--- src/rtl/branch_cond_unit_pkg.sv ---
// -----------------------------------------------------------------------------
// branch_cond_unit_pkg
// Shared definitions for the branch condition unit:
//   - ARM/LEGv8 B.cond condition-code encodings (COND_EQ .. COND_NV)
//   - bit positions of N/Z/C/V inside the architectural nzcv register
//   - nzcv reset value and a helper that packs individual ALU flags
// -----------------------------------------------------------------------------
package branch_cond_unit_pkg;

  typedef logic [3:0] cond_t;
  typedef logic [3:0] nzcv_t;

  localparam cond_t COND_EQ = 4'd0;
  localparam cond_t COND_NE = 4'd1;
  localparam cond_t COND_HS = 4'd2;
  localparam cond_t COND_LO = 4'd3;
  localparam cond_t COND_MI = 4'd4;
  localparam cond_t COND_PL = 4'd5;
  localparam cond_t COND_VS = 4'd6;
  localparam cond_t COND_VC = 4'd7;
  localparam cond_t COND_HI = 4'd8;
  localparam cond_t COND_LS = 4'd9;
  localparam cond_t COND_GE = 4'd10;
  localparam cond_t COND_LT = 4'd11;
  localparam cond_t COND_GT = 4'd12;
  localparam cond_t COND_LE = 4'd13;
  localparam cond_t COND_AL = 4'd14;
  localparam cond_t COND_NV = 4'd15;

  // nzcv register layout is {N,Z,C,V}
  localparam int NZCV_N = 3;
  localparam int NZCV_Z = 2;
  localparam int NZCV_C = 1;
  localparam int NZCV_V = 0;

  // Z=1 out of reset so the register looks like the result of a zero compare
  localparam nzcv_t NZCV_RESET = 4'b0100;

  function automatic nzcv_t pack_nzcv(input logic n, input logic z,
                                      input logic c, input logic v);
    nzcv_t f;
    f         = '0;
    f[NZCV_N] = n;
    f[NZCV_Z] = z;
    f[NZCV_C] = c;
    f[NZCV_V] = v;
    return f;
  endfunction

endpackage

--- src/rtl/branch_cond_unit_if.sv ---
// -----------------------------------------------------------------------------
// branch_cond_unit_if
// Bundles the ALU flag write port, the branch request channel and the
// branch result channel of branch_cond_unit.
//   flag_we, N_in, Z_in, V_in, C_in       : flag write from the ALU
//   req_valid/req_ready, req_cond,
//   req_target, req_fallthru, req_tag     : branch request (valid/ready)
//   res_valid/res_ready, res_taken,
//   res_pc, res_tag                       : branch result (valid/ready)
//   nzcv                                  : architectural flags {N,Z,C,V}
// master = producer of flags/requests and consumer of results (pipeline side)
// slave  = the branch condition unit itself
// -----------------------------------------------------------------------------
interface branch_cond_unit_if #(
  parameter int ADDR_W = 64,
  parameter int TAG_W  = 4
);
  logic              flag_we;
  logic              N_in;
  logic              Z_in;
  logic              V_in;
  logic              C_in;

  logic              req_valid;
  logic              req_ready;
  logic [3:0]        req_cond;
  logic [ADDR_W-1:0] req_target;
  logic [ADDR_W-1:0] req_fallthru;
  logic [TAG_W-1:0]  req_tag;

  logic              res_valid;
  logic              res_ready;
  logic              res_taken;
  logic [ADDR_W-1:0] res_pc;
  logic [TAG_W-1:0]  res_tag;

  logic [3:0]        nzcv;

  modport master (
    output flag_we, N_in, Z_in, V_in, C_in,
    output req_valid, req_cond, req_target, req_fallthru, req_tag,
    input  req_ready,
    input  res_valid, res_taken, res_pc, res_tag,
    output res_ready,
    input  nzcv
  );

  modport slave (
    input  flag_we, N_in, Z_in, V_in, C_in,
    input  req_valid, req_cond, req_target, req_fallthru, req_tag,
    output req_ready,
    output res_valid, res_taken, res_pc, res_tag,
    input  res_ready,
    output nzcv
  );
endinterface

--- src/rtl/branch_cond_unit_cond_eval.sv ---
// -----------------------------------------------------------------------------
// branch_cond_unit_cond_eval
// Purely combinational B.cond evaluator.
//   i_cond  : 4-bit ARM condition code
//   i_nzcv  : flags {N,Z,C,V}
//   o_taken : 1 when the condition holds (AL and NV are both "always")
// -----------------------------------------------------------------------------
module branch_cond_unit_cond_eval
  import branch_cond_unit_pkg::*;
(
  input  cond_t i_cond,
  input  nzcv_t i_nzcv,
  output logic  o_taken
);

  logic w_n, w_z, w_c, w_v;

  assign w_n = i_nzcv[NZCV_N];
  assign w_z = i_nzcv[NZCV_Z];
  assign w_c = i_nzcv[NZCV_C];
  assign w_v = i_nzcv[NZCV_V];

  always_comb begin
    o_taken = 1'b0;
    case (i_cond)
      COND_EQ: o_taken = w_z;
      COND_NE: o_taken = ~w_z;
      COND_HS: o_taken = w_c;
      COND_LO: o_taken = ~w_c;
      COND_MI: o_taken = w_n;
      COND_PL: o_taken = ~w_n;
      COND_VS: o_taken = w_v;
      COND_VC: o_taken = ~w_v;
      COND_HI: o_taken = w_c & ~w_z;
      COND_LS: o_taken = ~w_c | w_z;
      COND_GE: o_taken = (w_n == w_v);
      COND_LT: o_taken = (w_n != w_v);
      COND_GT: o_taken = ~w_z & (w_n == w_v);
      COND_LE: o_taken = w_z | (w_n != w_v);
      COND_AL: o_taken = 1'b1;
      COND_NV: o_taken = 1'b1;
      default: o_taken = 1'b0;
    endcase
  end

endmodule

--- src/rtl/branch_cond_unit.sv ---
// -----------------------------------------------------------------------------
// branch_cond_unit
// Consumer end of the ALU flag interface. Holds the architectural NZCV
// register, evaluates B.cond conditions for incoming branch requests and
// returns a fully registered taken/target result.
//   clk   : rising-edge clock
//   reset : synchronous, active-high; clears flags to Z=1 and drops all
//           queued results
//   bus   : branch_cond_unit_if.slave (flag write, request and result
//           channels, nzcv readback)
// Buffering is an output register plus a one-entry skid buffer, so
// req_ready depends only on registered state (skid empty) and never on
// res_ready combinationally.
// -----------------------------------------------------------------------------
module branch_cond_unit
  import branch_cond_unit_pkg::*;
#(
  parameter int ADDR_W = 64,
  parameter int TAG_W  = 4
) (
  input  logic                 clk,
  input  logic                 reset,
  branch_cond_unit_if.slave    bus
);

  nzcv_t             r_nzcv;

  // stage p0: flag bypass and condition evaluation at acceptance
  nzcv_t             w_nzcv_p0;
  logic              w_taken_p0;
  logic [ADDR_W-1:0] w_pc_p0;
  logic              w_accept_p0;

  // stage p1: output register and skid buffer
  logic              r_out_vld_p1;
  logic              r_out_taken_p1;
  logic [ADDR_W-1:0] r_out_pc_p1;
  logic [TAG_W-1:0]  r_out_tag_p1;

  logic              r_skid_vld_p1;
  logic              r_skid_taken_p1;
  logic [ADDR_W-1:0] r_skid_pc_p1;
  logic [TAG_W-1:0]  r_skid_tag_p1;

  logic              w_req_ready;
  logic              w_out_free;

  // A request accepted alongside a flag write sees the flags being written.
  assign w_nzcv_p0 = bus.flag_we ? pack_nzcv(bus.N_in, bus.Z_in, bus.C_in, bus.V_in)
                                 : r_nzcv;

  branch_cond_unit_cond_eval u_cond_eval (
    .i_cond  (bus.req_cond),
    .i_nzcv  (w_nzcv_p0),
    .o_taken (w_taken_p0)
  );

  assign w_pc_p0     = w_taken_p0 ? bus.req_target : bus.req_fallthru;
  assign w_req_ready = ~r_skid_vld_p1;
  assign w_accept_p0 = bus.req_valid & w_req_ready;

  // Output slot can take new data when it is empty or being drained this cycle.
  assign w_out_free  = ~r_out_vld_p1 | bus.res_ready;

  always_ff @(posedge clk) begin
    if (reset) begin
      r_nzcv         <= NZCV_RESET;
      r_out_vld_p1   <= 1'b0;
      r_out_taken_p1 <= 1'b0;
      r_out_pc_p1    <= '0;
      r_out_tag_p1   <= '0;
      r_skid_vld_p1  <= 1'b0;
    end else begin
      if (bus.flag_we) begin
        r_nzcv <= w_nzcv_p0;
      end

      if (w_out_free) begin
        // Skid has priority: it holds the older result. When it is full,
        // req_ready is low so no new request can compete for the slot.
        if (r_skid_vld_p1) begin
          r_out_vld_p1   <= 1'b1;
          r_out_taken_p1 <= r_skid_taken_p1;
          r_out_pc_p1    <= r_skid_pc_p1;
          r_out_tag_p1   <= r_skid_tag_p1;
          r_skid_vld_p1  <= 1'b0;
        end else if (w_accept_p0) begin
          r_out_vld_p1   <= 1'b1;
          r_out_taken_p1 <= w_taken_p0;
          r_out_pc_p1    <= w_pc_p0;
          r_out_tag_p1   <= bus.req_tag;
        end else begin
          r_out_vld_p1   <= 1'b0;
        end
      end else if (w_accept_p0) begin
        r_skid_vld_p1 <= 1'b1;
      end
    end
  end

  // Skid payload needs no reset; it is qualified by r_skid_vld_p1.
  always_ff @(posedge clk) begin
    if (!w_out_free && w_accept_p0) begin
      r_skid_taken_p1 <= w_taken_p0;
      r_skid_pc_p1    <= w_pc_p0;
      r_skid_tag_p1   <= bus.req_tag;
    end
  end

  assign bus.req_ready = w_req_ready;
  assign bus.res_valid = r_out_vld_p1;
  assign bus.res_taken = r_out_taken_p1;
  assign bus.res_pc    = r_out_pc_p1;
  assign bus.res_tag   = r_out_tag_p1;
  assign bus.nzcv      = r_nzcv;

endmodule

--- src/flat_wrapper.sv ---
// flat-port wrapper written by rule: the top's interface ports become plain ports
module branch_cond_unit_flat import branch_cond_unit_pkg::*;
#(
  parameter int ADDR_W = 64,
  parameter int TAG_W  = 4
)
  (clk, reset, bus_flag_we, bus_N_in, bus_Z_in, bus_V_in, bus_C_in, bus_req_valid, bus_req_cond, bus_req_target, bus_req_fallthru, bus_req_tag, bus_req_ready, bus_res_valid, bus_res_taken, bus_res_pc, bus_res_tag, bus_res_ready, bus_nzcv);
  branch_cond_unit_if #(.ADDR_W(ADDR_W), .TAG_W(TAG_W)) bus_i ();
  input  logic clk;
  input  logic reset;
  input wire logic [$bits(bus_i.flag_we)-1:0] bus_flag_we;
  input wire logic [$bits(bus_i.N_in)-1:0] bus_N_in;
  input wire logic [$bits(bus_i.Z_in)-1:0] bus_Z_in;
  input wire logic [$bits(bus_i.V_in)-1:0] bus_V_in;
  input wire logic [$bits(bus_i.C_in)-1:0] bus_C_in;
  input wire logic [$bits(bus_i.req_valid)-1:0] bus_req_valid;
  input wire logic [$bits(bus_i.req_cond)-1:0] bus_req_cond;
  input wire logic [$bits(bus_i.req_target)-1:0] bus_req_target;
  input wire logic [$bits(bus_i.req_fallthru)-1:0] bus_req_fallthru;
  input wire logic [$bits(bus_i.req_tag)-1:0] bus_req_tag;
  output wire logic [$bits(bus_i.req_ready)-1:0] bus_req_ready;
  output wire logic [$bits(bus_i.res_valid)-1:0] bus_res_valid;
  output wire logic [$bits(bus_i.res_taken)-1:0] bus_res_taken;
  output wire logic [$bits(bus_i.res_pc)-1:0] bus_res_pc;
  output wire logic [$bits(bus_i.res_tag)-1:0] bus_res_tag;
  input wire logic [$bits(bus_i.res_ready)-1:0] bus_res_ready;
  output wire logic [$bits(bus_i.nzcv)-1:0] bus_nzcv;
  assign bus_i.flag_we = bus_flag_we;
  assign bus_i.N_in = bus_N_in;
  assign bus_i.Z_in = bus_Z_in;
  assign bus_i.V_in = bus_V_in;
  assign bus_i.C_in = bus_C_in;
  assign bus_i.req_valid = bus_req_valid;
  assign bus_i.req_cond = bus_req_cond;
  assign bus_i.req_target = bus_req_target;
  assign bus_i.req_fallthru = bus_req_fallthru;
  assign bus_i.req_tag = bus_req_tag;
  assign bus_req_ready = bus_i.req_ready;
  assign bus_res_valid = bus_i.res_valid;
  assign bus_res_taken = bus_i.res_taken;
  assign bus_res_pc = bus_i.res_pc;
  assign bus_res_tag = bus_i.res_tag;
  assign bus_i.res_ready = bus_res_ready;
  assign bus_nzcv = bus_i.nzcv;
  branch_cond_unit #(.ADDR_W(ADDR_W), .TAG_W(TAG_W)) u_core (.clk(clk), .reset(reset), .bus(bus_i));
endmodule
--- config.mk ---
export PLATFORM = sky130hd
export DESIGN_NAME = branch_cond_unit_flat
export DESIGN_NICKNAME = d
export VERILOG_FILES = /design/src/rtl/branch_cond_unit_pkg.sv /design/src/rtl/branch_cond_unit_if.sv /design/src/rtl/branch_cond_unit_cond_eval.sv /design/src/rtl/branch_cond_unit.sv /design/src/flat_wrapper.sv
export SDC_FILE = /design/constraint.sdc
export NUM_CORES = 1
export LEC_CHECK = 0
export ABC_AREA = 0
export CAP_MARGIN = 20
export CORE_ASPECT_RATIO = 2
export CORE_MARGIN = 2
export CORE_UTILIZATION = 40
export DETAILED_ROUTE_END_ITERATION = 7
export PLACE_DENSITY = 0.69
export SLEW_MARGIN = 25
export SYNTH_ARGS = -nofsm -noshare
export SYNTH_HDL_FRONTEND = slang
export SYNTH_HIERARCHICAL = 1
export SYNTH_SLANG_ARGS = --single-unit
export TNS_END_PERCENT = 30
--- constraint.sdc ---
create_clock -name clk -period 3.6 [get_ports clk]
set_input_delay 0.36 -clock clk [delete_from_list [all_inputs] [get_ports clk]]
set_output_delay 0.36 -clock clk [all_outputs]
set_load 0.01 [all_outputs]
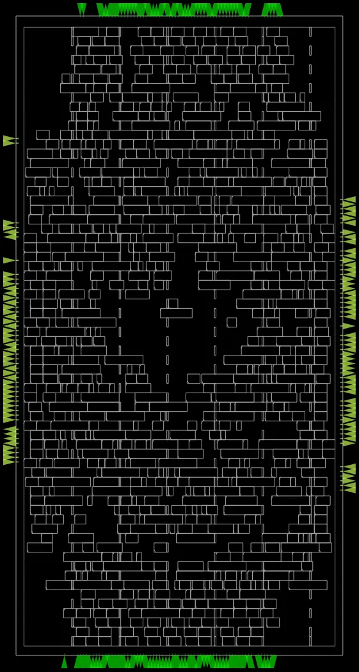
*Placed standard cells, run 1*
Tap Cells: 204
flip-flop and latch count: 144
final cell count without fillers: 987
floorplan core area: 16200 um2
filler cell count: 1420

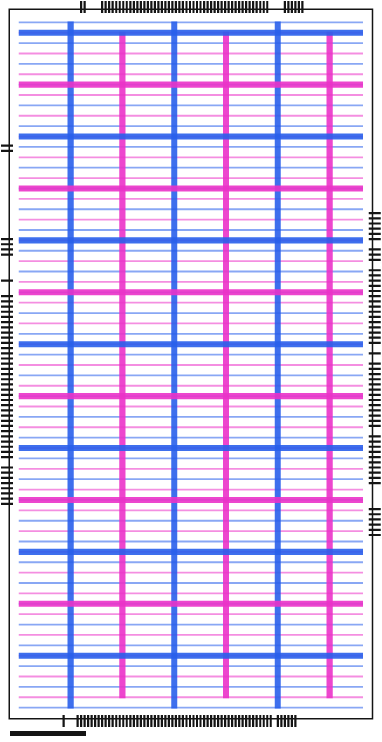
*Floorplan with the power grid, run 1*
Scale bar: 20 um. Pins as bars on the die edge.
| net | colour |
|---|---|
| VDD | magenta |
| VSS | blue |
met5 straps: 13
signal pins: 220
met1 rails: 67
rows: 66
met4 straps: 6

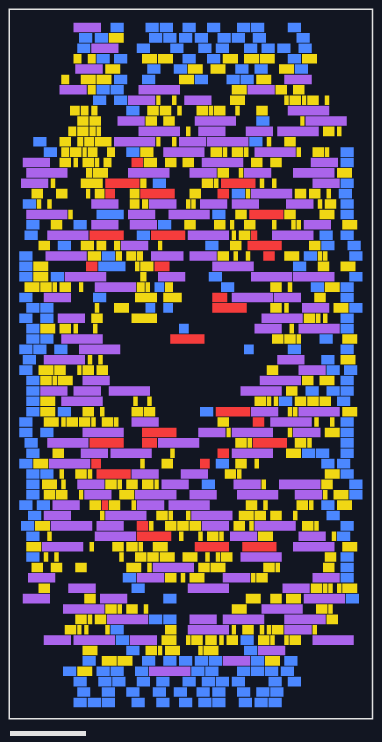
*Cell classes on the final placement, run 1*
Scale bar: 20 um.
| class | colour | cells | share of their area |
|---|---|---|---|
| clock drivers and dummy loads | red | 32 | 6.0% |
| flops | purple | 144 | 39% |
| other buffers and delay cells | blue | 226 | 25% |
| all other logic | yellow | 381 | 30% |

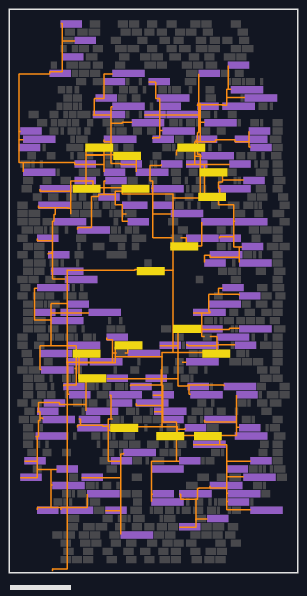
*Clock wires, drivers and flops, run 1*
Scale bar: 20 um.
[flip-flops] purple | count: 144
[clock wires] orange | length: 1720 um
[cells driving clock nets] yellow | count: 17
routed clock nets: 18

run 1: sequential cells by signal, indices dropped and copies added (netlist names):
| name | cells |
|---|---|
| u_core/bus.res_pc | 64 |
| u_core/r_skid_pc_p1 | 64 |
| u_core/bus.nzcv | 4 |
| u_core/bus.res_tag | 4 |
| u_core/r_skid_tag_p1 | 4 |
| u_core/bus.res_taken | 1 |
| u_core/bus.res_valid | 1 |
| u_core/r_skid_taken_p1 | 1 |
| u_core/r_skid_vld_p1 | 1 |
run 1: final cells by class:
class                   count  area (um2)  area share
clock buffers              17         425      0.0450
clock inverters            15         128      0.0135
inverters                  66         248      0.0262
flip-flops and latches    144        3580       0.379
well taps                 204         255      0.0270
multi-input cells         315        2540       0.269
repair buffers            226        2270       0.240
run 1: stage by stage:
step	setup slack, ns	utilization	total power, mW	cells	cell area, um2
final	0.876	0.584	4.36	987	9450
after detailed placement	0.480	0.549	2.77	955	8890
after floorplan	0.516	-	2.34	572	6590
after global routing	0.739	0.584	4.54	987	9450
after CTS	0.916	0.584	4.41	987	9450
after global placement	0.501	0.549	2.74	955	8890
run 1: power by group through the flow:
stage	sequential [mW]	clock (mW)	combinational, mW
3_3_place_gp	1.92	0	0.817
5_1_grt	1.90	1.74	0.899
6_report	1.89	1.63	0.836
4_1_cts	1.89	1.67	0.844
2_1_floorplan	1.95	0	0.395
3_5_place_dp	1.93	0	0.841
run 1: how the worst min path moves through the flow:
stage                                   end  depth (start not counted)  slack [ns]
floorplan           u_core/r_skid_tag_p1[0]                          0        0.46
global placement      u_core/bus.res_pc[11]                          1        0.44
detailed placement    u_core/bus.res_pc[62]                          1        0.45
CTS                   u_core/bus.res_pc[62]                          1        0.47
global route           u_core/bus.res_pc[6]                          1        0.48
finish                 u_core/bus.res_pc[6]                          1        0.46
==> Implementation_results.wiki, run 1 <==
== Run summary ==
{| class="wikitable"
! Metric !! Value
|-
| Internal power summed over all cells || about 3.2 mW
|-
| End point of the critical path || u_core/bus.res_pc[33]
|-
| Total setup violations reported at the end of the flow || 0
|-
| DRC violation count after routing || 0
|-
| Number of distinct standard cells referenced by the synthesized netlist || 36
|-
| Synthesis-to-layout area growth || 43.4%
|-
| Wire length on met1 || roughly 6400 um
|-
| Fraction of final layout cells with drive strength greater than 1 || 0.149
|-
| Simple share || 0.0568
|-
| Iter 0 DRT Violations || 204
|-
| DR WL met2 || roughly 10000 um
|-
| Crit-path cells || clkdlybuf4s50_1 > mux2_2 > xor2_1 > or4_1 > nand2_1 > a22oi_1 > o21ai_4 > buf_12 > mux2_2 > nor2_1 > o2bb2ai_1
|-
| Final Hold Violation Tally || 0
|-
| Share of the synthesized area in the top cell type || 0.315
|-
| IO Count || between 200 and 250
|-
| RSZ-0062 raised after global routing || false
|-
| Count of antenna-violating nets left after detailed routing || 0
|-
| Worst Max-Slew Pin Slew || approximately 1.0 ns
|-
| Clock input transition at the sequential cells of the worst setup and hold paths || 0.06 ns
|-
| Multiplexer area fraction after synthesis || 0.124
|-
| Synthesis-stage register bit count || roughly 140
|-
| Path depth of the worst reg2reg path || 10
|-
| Global routing usage on met1 || 0.203
|-
| Max-slew violation count || 0
|-
| Critical path arrival || 3.02 ns
|-
| Most frequent cell on the critical path || mux2_2
|-
| Initial core utilization || 0.407
|-
| Area fraction in xor and xnor cells || 0.00532
|-
| Crit share post-route || 0.757
|-
| Number of buffers inserted during clock tree synthesis || 17
|-
| Met2 GRT Util || 0.393
|-
| Post-DP HPWL || approximately 12000 um
|-
| Buffers inserted by post-CTS timing repair || 0
|-
| Total Routing Usage GR || 0.202
|-
| Site Rows || about 66
|-
| Root buffer cell || clkbuf_16
|-
| Kind of cell adding the most delay to the critical path || buffers and inverters
|-
| Area of the die || 17600 um2
|-
| Smallest hold slack || 0.464 ns
|-
| CP bufs+invs || 2
|-
| Port-buffer cells || about 220
|-
| Adder Area Share || 0
|-
| Width of the die || roughly 95 um
|-
| Maximum vdd ir drop || approximately 0.0003 V
|-
| Slowest-stage cell, CP || clkdlybuf4s50_1
|-
| Portion of total power attributed to the clock network || 0.374
|-
| PD cells || ~460 nW/um2
|-
| Wire length reported by the detailed router || ~18000 um
|-
| Met3 layer wire length in the routed design || approximately 850 um
|-
| Bufs on Longest Clock Path || 2
|-
| Count of flip-flops with a built-in enable after synthesis || roughly 70
|-
| Top post-synthesis cells by area || edfxtp_1, dfxtp_1, mux2_2
|-
| Critical path class || input port to flop
|-
| Routed wire per std cell || 18.1 um
|-
| Cells after synthesis || between 500 and 600
|-
| GR peak layer || met2
|-
| PostCTS Resize Cnt || 0
|-
| Antenna diode count || 0
|-
| Reg2Reg Capture Point || u_core/bus.res_pc[33]
|-
| Reg-to-reg critical path startpoint || u_core/bus.nzcv[0]
|-
| HP Class || flop to flop
|-
| Endpoint required time on the critical path || between 3 and 4 ns
|-
| P_leak || between 3 and 4 nW
|-
| Reg2reg setup slack || around 1.2 ns
|-
| Most instantiated flip-flop cell in the synthesis netlist || dfxtp_1
|-
| Period minus WS final || about 2.7 ns
|-
| Part of the power in registers || 0.434
|-
| Clock Latency Late Sink || 0.41 ns
|-
| Most common library cells after synthesis || dfxtp_1, edfxtp_1, nor2_1
|-
| Post-Synthesis Net Count || around 720
|-
| Switching part of the total || 0.262
|-
| Post-synth seq share || 0.543
|-
| First drt pass iteration count || 4
|-
| CTS tree || built
|-
| Antenna violations before repair || 0
|-
| Tally of max-capacitance violations || 0
|-
| Crit path launch type || input port
|-
| Delay contributed by the slowest stage of the critical path || between 0.5 and 0.6 ns
|-
| Complex Gates by Area || 0.195
|-
| Result of the run || complete, no violations
|-
| Largest area contributor in the netlist || edfxtp_1
|-
| Setup TNS || 0 ns
|-
| Total global routing overflow || 0
|-
| Hold bufs inserted after CTS || 0
|-
| Ys async rst share || 0
|-
| Vias per std cell || ~5.3
|-
| Vias in the first global route || ~5300
|-
| Maximum fanout count along the critical path || 35
|-
| Count of cell instances traversed by the critical path || 11
|-
| Warnings from Yosys || 6
|}
### Wiring by layer, run 1

Two of the layers only.
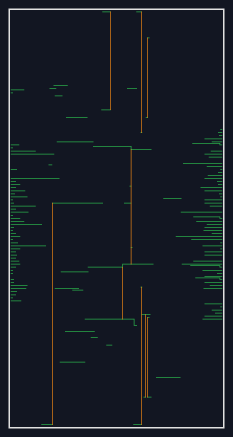

--- run 2 (diff from run 1) ---
--- a/config.mk
+++ b/config.mk
@@ -11,7 +11,7 @@
 export CORE_MARGIN = 2
 export CORE_UTILIZATION = 40
 export DETAILED_ROUTE_END_ITERATION = 7
-export PLACE_DENSITY = 0.69
+export PLACE_DENSITY = 0.72
 export SLEW_MARGIN = 25
 export SYNTH_ARGS = -nofsm -noshare
 export SYNTH_HDL_FRONTEND = slang
==> constraint.sdc (replaced) <==
create_clock -name clk -period 2.5 [get_ports clk]
set_input_delay 0.25 -clock clk [delete_from_list [all_inputs] [get_ports clk]]
set_output_delay 0.25 -clock clk [all_outputs]
set_load 0.01 [all_outputs]
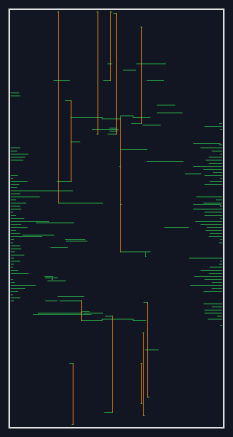
*Wiring by layer, run 2*
Two of the layers only.
| layer | colour | wire length |
|---|---|---|
| met3 | green | 995 um |
| met4 | orange | 537 um |

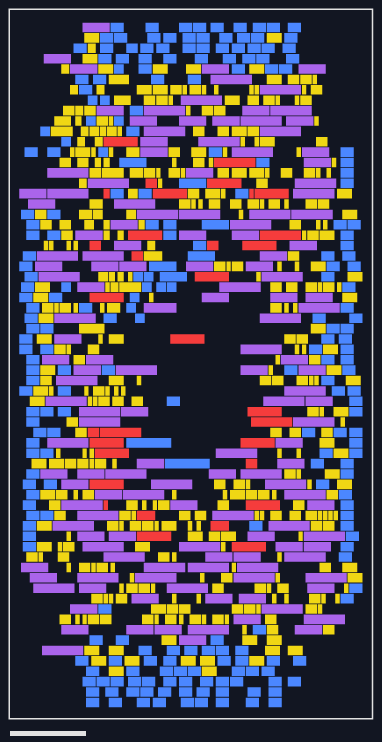
*Cell classes on the final placement, run 2*
Scale bar: 20 um.
| class | colour | cells | share of their area |
|---|---|---|---|
| clock drivers and dummy loads | red | 32 | 6.7% |
| flops | purple | 144 | 38% |
| all other logic | yellow | 381 | 29% |
| other buffers and delay cells | blue | 244 | 26% |

==> Implementation_results.wiki, run 2 <==
== Run summary ==
{| class="wikitable"
! Metric !! Value
|-
| Internal power summed over all cells || 5.15 mW (+60%)
|-
| Iter 0 DRT Violations || 257 (+26%)
|-
| Logic area || 2560 um2 (+0.64%)
|-
| Synthesis-stage register bit count || 144 (unchanged)
|-
| Count of flip-flops with a built-in enable after synthesis || 69 (unchanged)
|-
| Worst Max-Slew Pin Slew || 0.660 ns (-0.345 ns)
|-
| Critical path class || flop to flop
|-
| Setup TNS || 0 ns (unchanged)
|-
| Power in sequential cells || 2.72 mW (+44%)
|-
| Post-synth seq share || 0.543 (unchanged)
|-
| Top library cells by usage in the layout, fill and taps aside || clkdlybuf4s50_1, dfxtp_1, nor2_1, edfxtp_1, mux2_2
|-
| PD cells || 690 nW/um2 (+50%)
|-
| Synthesis-to-layout area growth || 48.6%
|-
| Vias in the first global route || 5402 (+1.6%)
|-
| Relative max-transition margin || 0.560
|-
| TritonCTS sink count || roughly 140
|-
| Maximum fanout count along the critical path || 14 (-60%)
|-
| Post-Synthesis Net Count || 717 (unchanged)
|-
| HP Class || input port to flop
|-
| Total power || 6.75 mW (+55%)
|-
| IO Count || 220 (unchanged)
|-
| GR peak layer || met2
|-
| Port-buffer cells || 219 (unchanged)
|-
| Share of the synthesized area in the top cell type || 0.315 (unchanged)
|-
| GR met3 Demand/Resource || 0.0324
|-
| Logic gate share of total power || 0.194
|-
| Storage element area || 3580 um2 (unchanged)
|-
| Total setup violations reported at the end of the flow || 0 (unchanged)
|-
| Post-synth area from yosys stat || 6590 um2
|-
| Count of antenna-violating nets left after detailed routing || 0 (unchanged)
|-
| Site Rows || 66 (unchanged)
|-
| Switching power summed over all nets || roughly 1.6 mW
|-
| DR vias || about 5300
|-
| Design area || 9780 um2 (+3.6%)
|-
| Crit share post-route || 0.979
|-
| Total Routing Usage GR || 0.205 (+0.00340)
|-
| Y dimension of the die || 185 um
|-
| Wire length on met1 || 6470 um (+0.95%)
|-
| Max Clock Freq || around 410 MHz
|-
| Final cell count without fillers || 1006 (+1.9%)
|-
| Width of the die || 94.7 um (unchanged)
|-
| Most instantiated flip-flop cell in the synthesis netlist || dfxtp_1
|-
| Power of the combinational group || 1.31 mW (+57%)
|-
| Most common library cells after synthesis || dfxtp_1, edfxtp_1, nor2_1
|-
| Area of the die || 17600 um2 (unchanged)
|-
| Part of the power in registers || 0.403 (-0.031)
|-
| Cell count in the Yosys report || roughly 570
|-
| CTS tree || built
|-
| Maximum vdd ir drop || 0.000502 V (+63%)
|-
| Vias per std cell || 5.29 (+0.43%)
|-
| Final Hold Violation Tally || 0 (unchanged)
|-
| Maximum number of pins on one net before global-route repair || between 60 and 70
|-
| Hold bufs inserted after CTS || 0 (unchanged)
|-
| H-tree lvl count || 4
|-
| Initial core utilization || 0.407 (unchanged)
|-
| Filler cell count || 1333 (-6.1%)
|-
| Reported clock group power || 2.72 mW (+67%)
|-
| RSZ-0062 raised after global routing || true
|-
| Period minus WS final || 2.45 ns
|-
| Max-slew violation count || 0 (unchanged)
|-
| Result of the run || complete, no violations
|-
| Routed wire per std cell || 18.1 um (+0.19%)
|-
| Most frequently placed logic cell in the final layout || clkdlybuf4s50_1
|-
| Floorplan core area || 16200 um2 (unchanged)
|-
| Cells after synthesis || 572 (unchanged)
|-
| Highest routed layer || met4
|-
| Placed instance count || 970 (+1.6%)
|-
| DRC violation count after routing || 0 (unchanged)
|-
| Endpoint required time on the critical path || 2.79 ns (-1.11 ns)
|-
| Global routing usage on met1 || 0.216 (+0.0137)
|-
| Final nets || slightly above 900
|-
| Top post-synthesis cells by area || edfxtp_1, dfxtp_1, mux2_2
|-
| Largest area contributor in the netlist || edfxtp_1
|-
| DR WL met2 || 10300 um (+0.71%)
|-
| Number of buffers inserted during clock tree synthesis || 17 (unchanged)
|-
| Post-DP HPWL || 12700 um (+2.9%)
|-
| Bufs on Longest Clock Path || 2 (unchanged)
|-
| OpenROAD warnings || 27
|-
| Synthesized area || about 6600 um2
|-
| Most frequent cell after synthesis || dfxtp_1
|-
| Utilization after layout || 0.605 (+0.0209)
|-
| Worst setup slack before clock tree synthesis || -0.507 ns (-0.988 ns)
|-
| Crit path launch type || flop
|-
| Placed inst area || 9030 um2 (+1.5%)
|-
| Smallest hold slack || 0.437 ns (-0.0269 ns)
|-
| Clock input transition at the sequential cells of the worst setup and hold paths || 0.06 ns (about the same)
|-
| Critical path arrival || 2.74 ns (-0.28 ns)
|-
| Clk_skew || approximately 0.012 ns
|-
| First drt pass iteration count || 4 (unchanged)
|-
| Final weighted congestion in routability-driven placement || between 0.8 and 0.9
|-
| Root buffer cell || clkbuf_16
|-
| Wire length reported by the detailed router || 18300 um (+2.1%)
|-
| Met2 GRT Util || 0.388 (-0.00539)
|-
| Warnings from Yosys || 6 (unchanged)
|-
| Ys async rst share || 0 (unchanged)
|-
| Fraction of final layout cells with drive strength greater than 1 || 0.169 (+0.0191)
|-
| Post-Syn Area per Cell || 11.5 um2
|-
| Type of destination of the critical path || flop
|-
| P_leak || 3.84 nW (+5.2%)
|-
| Clock Latency Late Sink || 0.41 ns (about the same)
|-
| Antenna violations before repair || 0 (unchanged)
|-
| Final worst-path setup slack || 0.0529 ns (-0.823 ns)
|-
| Number of distinct standard cells referenced by the synthesized netlist || 36 (unchanged)
|-
| Total global routing overflow || 0 (unchanged)
|-
| Tally of max-capacitance violations || 0 (unchanged)
|-
| Met3 layer wire length in the routed design || 995 um (+17%)
|-
| First-pass GRT wire length || between 20000 and 30000 um
|-
| Group drawing the most power || registers
|-
| Portion of total power attributed to the clock network || 0.403 (+0.029)
|-
| Switching part of the total || 0.237 (-0.0251)
|}
==> run 2: cell counts after synthesis <==
No cell type changed its count.
==> run 2: worst paths after layout <==
check / from / end / slack [ns] / cells after the start
worst max-delay path: u_core/bus.nzcv[0] / u_core/bus.res_pc[55] / 0.05 / 12
worst max register to register: u_core/bus.nzcv[0] / u_core/bus.res_pc[55] / 0.05 / 12
worst min-delay path: bus_req_tag[1] / u_core/r_skid_tag_p1[1] / 0.44 / 1
worst min register to register: u_core/bus.res_pc[13] / u_core/bus.res_pc[13] / 0.46 / 1
==> run 2: critical path, cell delays in order (launching register included) <==
cell       delay (ns)
dfxtp_1          0.31
mux2_2           0.28
buf_4            0.14
xnor2_1          0.12
a22oi_2          0.19
xnor2_2          0.10
a22oi_2          0.23
o21ai_4          0.13
buf_12           0.16
buf_12           0.14
mux2_2           0.30
nor2_1           0.13
o2bb2ai_1        0.09
==> run 2: kinds of logic (layout without fill, tap and decap cells) <==
family,Yosys count,in the layout,synth area share
and+or+nand+nor,87,87,0.0568
other,0,1,0
buffers and inverters,113,342,0.0766
xor gates and xnor gates,4,4,0.00532
DFF,144,144,0.543
AOI/OAI and AO/OA,151,151,0.195
muxes,73,73,0.124
==> run 2: final cells by class <==
class	count	share of cell area
sequential	144	0.366
multi-input combinational	315	0.262
timing repair buffer	244	0.256
clock buffer	21	0.0471
tap	204	0.0261
inverter	66	0.0253
clock inverter	11	0.0182
antenna	1	0.000256
==> run 2: timing repair <==
action / in CTS / in global routing
setup endpoints to repair: 93 / 13
cloned: 2 / 0
pin swaps: 1 / 0
buffers inserted: 1 / 0
resized: 5 / 2
Power figures rest on the tool's default switching activity, not on a simulated workload.
